$ cat src/rtl/arm_mem_pkg.sv
// rtl/arm_mem_pkg.sv - shared access-size encodings, LSU state type and byte-count helper
package arm_mem_pkg;

    localparam logic [1:0] SIZE_BYTE   = 2'b00;
    localparam logic [1:0] SIZE_HALF   = 2'b01;
    localparam logic [1:0] SIZE_WORD   = 2'b10;
    localparam logic [1:0] SIZE_DOUBLE = 2'b11;

    typedef enum logic [1:0] {
        IDLE  = 2'b00,
        READ  = 2'b01,
        WRITE = 2'b10,
        DONE  = 2'b11
    } lsu_state_t;

    // Number of bytes moved by an access of the given size encoding.
    function automatic logic [3:0] size_to_bytes(input logic [1:0] access_size);
        case (access_size)
            SIZE_BYTE: return 4'd1;
            SIZE_HALF: return 4'd2;
            SIZE_WORD: return 4'd4;
            default:   return 4'd8;
        endcase
    endfunction

endpackage

$ cat src/rtl/lsu_lane_unit.sv
// rtl/lsu_lane_unit.sv - load extract/extend and store byte-lane merge over one 8-byte line
import arm_mem_pkg::*;

module lsu_lane_unit (
    input  logic [1:0]  access_size,
    input  logic        sign_extend,
    input  logic [63:0] line,
    input  logic [63:0] store_data,
    output logic [63:0] load_value,
    output logic [63:0] merged_line
);

    logic [3:0] n_bytes;
    logic       msb;
    logic       fill;

    // Low N bytes come from the line (load) or from store_data (store); upper bytes are fill or old line.
    always_comb begin
        load_value  = '0;
        merged_line = '0;
        msb         = 1'b0;
        n_bytes     = size_to_bytes(access_size);
        case (access_size)
            SIZE_BYTE: msb = line[7];
            SIZE_HALF: msb = line[15];
            SIZE_WORD: msb = line[31];
            default:   msb = 1'b0;  // double: nothing above to extend into
        endcase
        fill = sign_extend & msb;
        for (int i = 0; i < 8; i++) begin
            if (i < int'(n_bytes)) begin
                load_value[8*i +: 8]  = line[8*i +: 8];
                merged_line[8*i +: 8] = store_data[8*i +: 8];
            end else begin
                load_value[8*i +: 8]  = {8{fill}};
                merged_line[8*i +: 8] = line[8*i +: 8];
            end
        end
    end

endmodule

$ cat src/rtl/load_store_unit.sv
// rtl/load_store_unit.sv - sized load/store initiator for an 8-byte-wide data memory
import arm_mem_pkg::*;

module load_store_unit #(
    parameter int size = 256
) (
    input  logic        clock,
    input  logic        reset,
    input  logic        request,
    input  logic        is_store,
    input  logic [1:0]  access_size,
    input  logic        sign_extend,
    input  logic [63:0] address,
    input  logic [63:0] store_data,
    output logic        ready,
    output logic        done,
    output logic        fault,
    output logic [63:0] load_data,
    output logic        mem_read,
    output logic        mem_write,
    output logic [63:0] mem_address,
    output logic [63:0] mem_write_data,
    input  logic [63:0] mem_read_data
);

    // Highest legal start address: the full 8-byte line must fit in memory.
    localparam logic [63:0] LAST_START = 64'(size - 8);

    lsu_state_t  state, next_state;
    logic        accept;
    logic        out_of_range;
    logic        is_store_q;
    logic [1:0]  size_q;
    logic        sign_extend_q;
    logic [63:0] address_q;
    logic [63:0] store_data_q;
    logic [63:0] line_q;
    logic [63:0] lane_line;
    logic [63:0] load_value;
    logic [63:0] merged_line;

    assign accept       = request && (state == IDLE);
    assign out_of_range = address > LAST_START;

    // Loads extend straight off the memory bus so the result is ready on the READ->DONE edge.
    assign lane_line = (state == READ) ? mem_read_data : line_q;

    lsu_lane_unit u_lane (
        .access_size (size_q),
        .sign_extend (sign_extend_q),
        .line        (lane_line),
        .store_data  (store_data_q),
        .load_value  (load_value),
        .merged_line (merged_line)
    );

    // State register.
    always_ff @(posedge clock) begin
        if (reset) state <= IDLE;
        else       state <= next_state;
    end

    // Next-state: faults skip memory entirely, narrow stores read the line first.
    always_comb begin
        next_state = state;
        case (state)
            IDLE: begin
                if (request) begin
                    if (out_of_range)                     next_state = DONE;
                    else if (!is_store)                   next_state = READ;
                    else if (access_size == SIZE_DOUBLE)  next_state = WRITE;
                    else                                  next_state = READ;
                end
            end
            READ:    next_state = is_store_q ? WRITE : DONE;
            WRITE:   next_state = DONE;
            default: next_state = IDLE;
        endcase
    end

    // Request latch, line buffer and registered load result.
    always_ff @(posedge clock) begin
        if (reset) begin
            is_store_q    <= 1'b0;
            size_q        <= SIZE_BYTE;
            sign_extend_q <= 1'b0;
            address_q     <= '0;
            store_data_q  <= '0;
            line_q        <= '0;
            load_data     <= '0;
            fault         <= 1'b0;
        end else begin
            if (accept) begin
                is_store_q    <= is_store;
                size_q        <= access_size;
                sign_extend_q <= sign_extend;
                address_q     <= address;
                store_data_q  <= store_data;
                fault         <= out_of_range;
            end
            if (state == READ) begin
                line_q <= mem_read_data;
                if (!is_store_q) load_data <= load_value;
            end
        end
    end

    assign ready          = (state == IDLE);
    assign done           = (state == DONE);
    assign mem_address    = address_q;
    assign mem_read       = (state == READ)  && !reset;
    assign mem_write      = (state == WRITE) && !reset;
    assign mem_write_data = (state == WRITE) ? merged_line : '0;

endmodule

$ cat config.mk
export PLATFORM = sky130hd
export DESIGN_NAME = load_store_unit
export DESIGN_NICKNAME = d
export VERILOG_FILES = /design/src/rtl/arm_mem_pkg.sv /design/src/rtl/lsu_lane_unit.sv /design/src/rtl/load_store_unit.sv
export SDC_FILE = /design/constraint.sdc
export NUM_CORES = 1
export LEC_CHECK = 0
export ABC_AREA = 1
export ABC_CLOCK_PERIOD_IN_PS = 1700
export CAP_MARGIN = 10
export CORE_MARGIN = 4
export CORE_UTILIZATION = 40
export DETAILED_ROUTE_END_ITERATION = 12
export PLACE_DENSITY = 0.87
export SLEW_MARGIN = 20
export SYNTH_ARGS = -nofsm -noshare
export SYNTH_HDL_FRONTEND = slang
export SYNTH_SLANG_ARGS = --single-unit
$ cat constraint.sdc
create_clock -name clock -period 1.7 [get_ports clock]
set_input_delay 0.17 -clock clock [delete_from_list [all_inputs] [get_ports clock]]
set_output_delay 0.17 -clock clock [all_outputs]
set_load 0.03 [all_outputs]
run_1/registers.png
Other sequential cells in the stronger grey, the rest of the logic in the fainter grey.
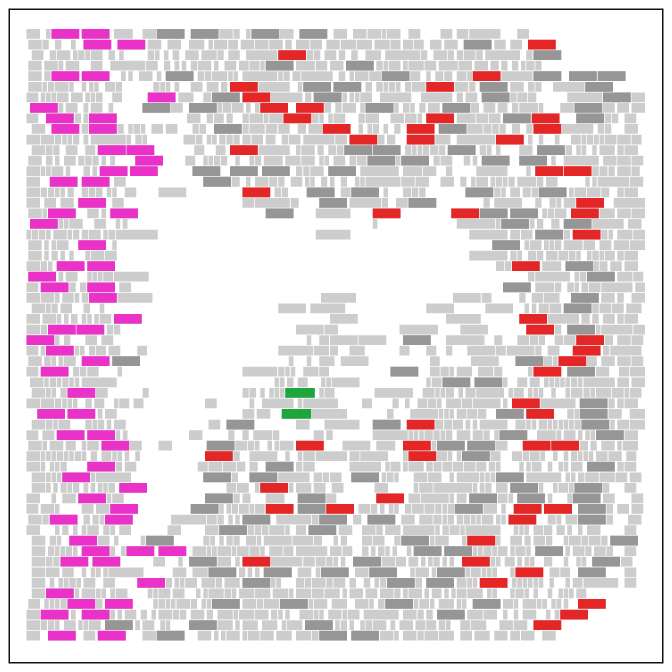
Green marks state, sequential cells 2. Magenta marks mem_address, sequential cells 64, where a column on the left. Red marks line_q, sequential cells 57.
Another 133 sequential cells are not coloured.
Final Util: 67.8%
Seq area share: 30.0%

run_1/met4.png
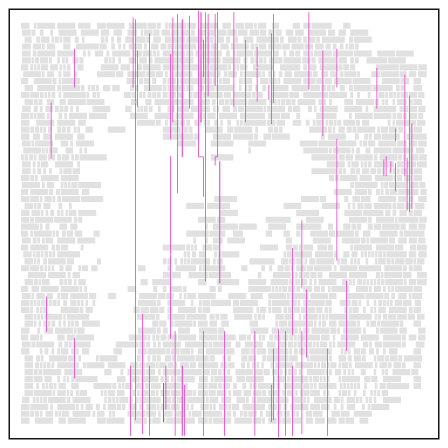
The longest straight run is 124 µm. The layer holds 5.3% of the routed length.
final wirelength: 40,600 µm
via count: 11.4k

run_1/clock_map.png
Bar = 50 µm.
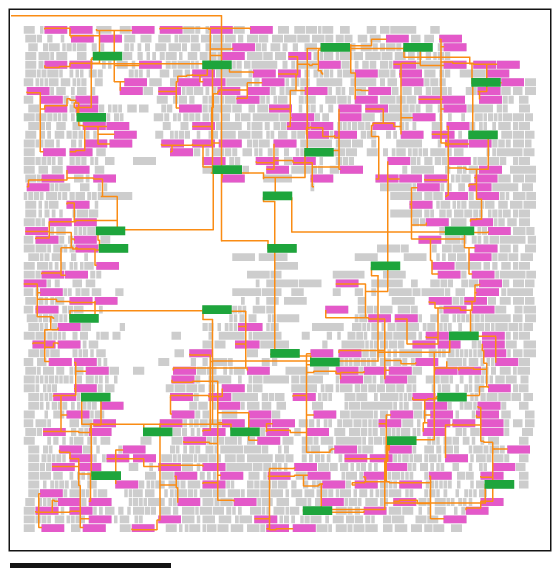
Orange marks clock wires, length 3,250 µm. Magenta marks flip-flops, count 256. Green marks cells driving clock nets, count 28.
Position of the flops: all over the die.
clk pwr: 5950 µW
clock power share: 19.5%
Latency at later pin: 0.54 ns

==> out/results.ini, run 1 <==
[cells_and_area]
seqCellArea_mm2=0.00513
layout.area.top_class=multi-input combinational cells
num_antenna_cells=3
logic_area_mm2=0.00524
fin_cells=2145
clk_share_pct=5.26
final_cell_mix=nor2_1 (350), dfxtp_1 (254), o21ai_0 (235)
comb_area_share_pct=30.7

[yosys]
fp_nets=1563
synth_area_mm2=0.0102
synth.distinct_cells=22
top_area_cell=dfxtp_1
ys_ff=256

[final_timing]
finalSetupTns_ns=-44.11
period_minus_slack_ns=2.25
setup_viol=121
fmax_ghz=0.445
slew_violations=0
worst_slew_pin_slew_ns=0.466
fin_ws_ns=-0.546
finClkSkew_ns=0.0183

[global_route]
grt_pass1_vias=11200
grt_max_degree=69
met2_usage_pct=46.3
antenna_found_initial=3
use_met1_pct=29.8

[cts]
clk_pin_slew_ns=0.06
htree_levels=1
cts_made_buffers=28
cts_resized=274

[status]
violations=setup timing
status=finished, violations left

[route]
drt-initial-drc-count=988
dr.max_layer_used=met4
ant_nets=0

[floorplanning]
die_h_um=168
die_x_um=168

[placement]
place_congestion=0.916
place_hpwl_um=26200

[pwr]
p_sw_share_pct=41.8
p_int_uw=17800
p_leak_uw=0.00743

[worst_setup_path]
cp_slowest_stage_delay_ns=0.32
startpoint=state[1]
critPathRequiredTime_ns=1.53

[min_path]
holdPathEnd=line_q[33]

## run 1: power by group through the flow
stage,clock [µW],combinational (µW),sequential (µW)
finish,5950,15900,8710
global route,6290,16800,8870
CTS,5990,15000,8650
detailed placement,0,13300,8690
global placement,0,13100,8590
floorplan,0,5820,10400
## run 1: critical path, delay by kind of cell (launching register included)
| family | cells | cell delay, ns |
|---|---|---|
| flip-flops | 1 | 0.32 |
| adder cells (fa/ha/maj) | 1 | 0.24 |
| multiplexers | 1 | 0.28 |
| buffers and inverters | 3 | 0.51 |
| AND-OR/OR-AND | 1 | 0.15 |
## run 1: cells by family after synthesis
kind of cell,count (synthesis),synth area share [%]
and+or+nand+nor,531,20.7
AOI/OAI and AO/OA,363,18.5
DFF,256,50.0
buffers and inverters,167,6.46
muxes,39,3.81
adders and majority gates,4,0.489
==> inputs of run 2 (changes only) <==
Settings changed: SKIP_CTS_REPAIR_TIMING set to 1.
run_2/met4.png
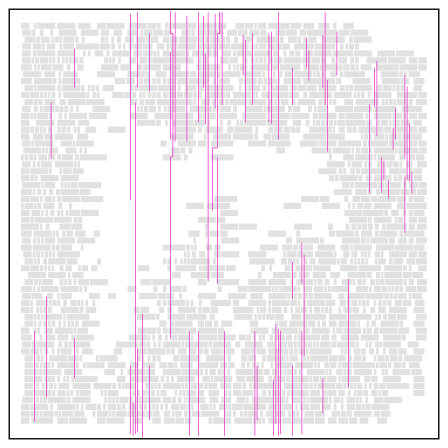
The layer holds 5.5% of the routed length. The layer carries 2,290 µm of wire. 60 nets have wire on it. The wires run mostly vertical.

==> run 2 against run 1 <==
The flow still finishes with violations (setup timing). Register-to-register slack better by 0.22 ns. Cell count down 0.42%. Cell area up 2.3%. Routed wire length up 2.5%. Largest cell class is now buffers.
==> out/results.ini, run 2 <==
[status]
status=finished, violations left  ; unchanged
violations=setup timing  ; unchanged

[worst_setup_path]
critPathRequiredTime_ns=1.53  ; about the same
path_buffers=7  ; was 3
cp_top_family=buffers and inverters  ; unchanged
cp_slowest_stage_delay_ns=0.32  ; about the same
startpoint=state[1]  ; unchanged

[route]
vias=11400  ; about the same
dr.max_layer_used=met4  ; unchanged
wl_um=41600  ; was 40,600 µm
drt-initial-drc-count=1185  ; was 988

[final_timing]
worst_slew_pin_slew_ns=0.479  ; was 0.466 ns
period_minus_slack_ns=2.21  ; was 2.25 ns
fin_ws_ns=-0.509  ; was -0.546 ns
finalSetupTns_ns=-33.51  ; was -44.11 ns
setup_viol=113  ; was 121

[pwr]
p_int_uw=18000  ; was 17,800 µW
p_sw_share_pct=41.5  ; was 41.8%

[min_path]
holdPathEnd=line_q[33]  ; unchanged

[global_route]
grt_max_degree=69  ; unchanged
met2_usage_pct=41.4  ; was 46.3%
antenna_found_initial=3  ; unchanged
grt_pass1_vias=10600  ; was 11.2k
use_met1_pct=27.9  ; was 29.8%

[placement]
place_hpwl_um=26200  ; unchanged
place_congestion=0.916  ; unchanged

[yosys]
fp_nets=1563  ; unchanged
adder_share_pct=0.489  ; unchanged
top_area_cell=dfxtp_1  ; unchanged
compound_area_share_pct=18.5  ; unchanged
muxShareOfSynthArea_pct=3.81  ; unchanged
logic_family=simple AND/OR/NAND/NOR gates  ; unchanged

[cells_and_area]
post-route-util_pct=69.3  ; was 67.8%
seqCellArea_mm2=0.00513  ; unchanged
final_cell_mix=nor2_1 (350), dfxtp_1 (254), o21ai_0 (236)  ; was nor2_1 (350), dfxtp_1 (254), o21ai_0 (235)
fin_cells=2136  ; was 2,145
logic_area_mm2=0.00531  ; was 0.00524 mm²
seq_share_pct=29.4  ; was 30.0%

[cts]
cts_made_buffers=28  ; unchanged
htree_levels=1  ; unchanged

[floorplanning]
die_h_um=168  ; unchanged

run_2/clock_map.png
Bar = 50 µm.
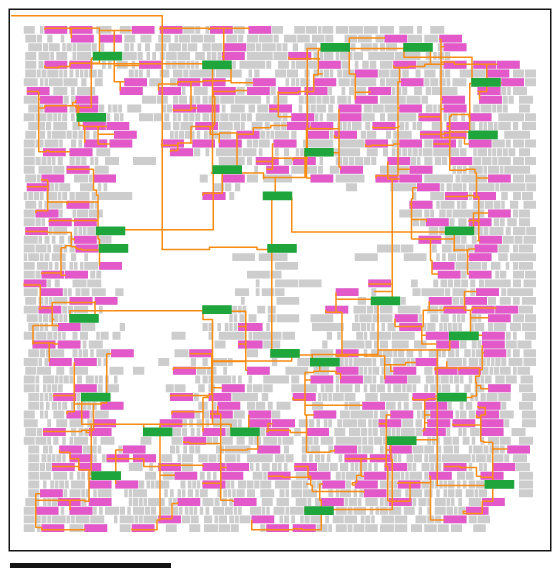
Magenta marks flip-flops, count 256. Green marks cells driving clock nets, count 28. Orange marks clock wires, length 3,250 µm.
Position of the flops: all over the die.
clk pwr: 5980 µW
clock power share: 19.4%
Worst Skew: 0.0144 ns

## run 2: cell counts after synthesis
No cell type changed its count.
## run 2: worst register-to-register path, cell delays in order (launching register included)
cell     delay [ns]
dfxtp_2        0.33
inv_2          0.05
ha_4           0.18
buf_6          0.14
buf_6          0.11
nand2_2        0.06
nand2_2        0.07
nand2_2        0.07
nand3_2        0.08
nand3_2        0.09
inv_2          0.06
nor2_4         0.19
buf_12         0.20
a21oi_1        0.12
## run 2: power by group through the flow
stage / sequential, µW / clock (µW) / combinational (µW)
2_1_floorplan: 10400 / 0 / 5820
3_3_place_gp: 8590 / 0 / 13100
3_5_place_dp: 8690 / 0 / 13300
4_1_cts: 8600 / 5990 / 13400
5_1_grt: 8890 / 6300 / 17100
6_report: 8740 / 5980 / 16100
Power figures rest on the tool's default switching activity, not on a simulated workload.
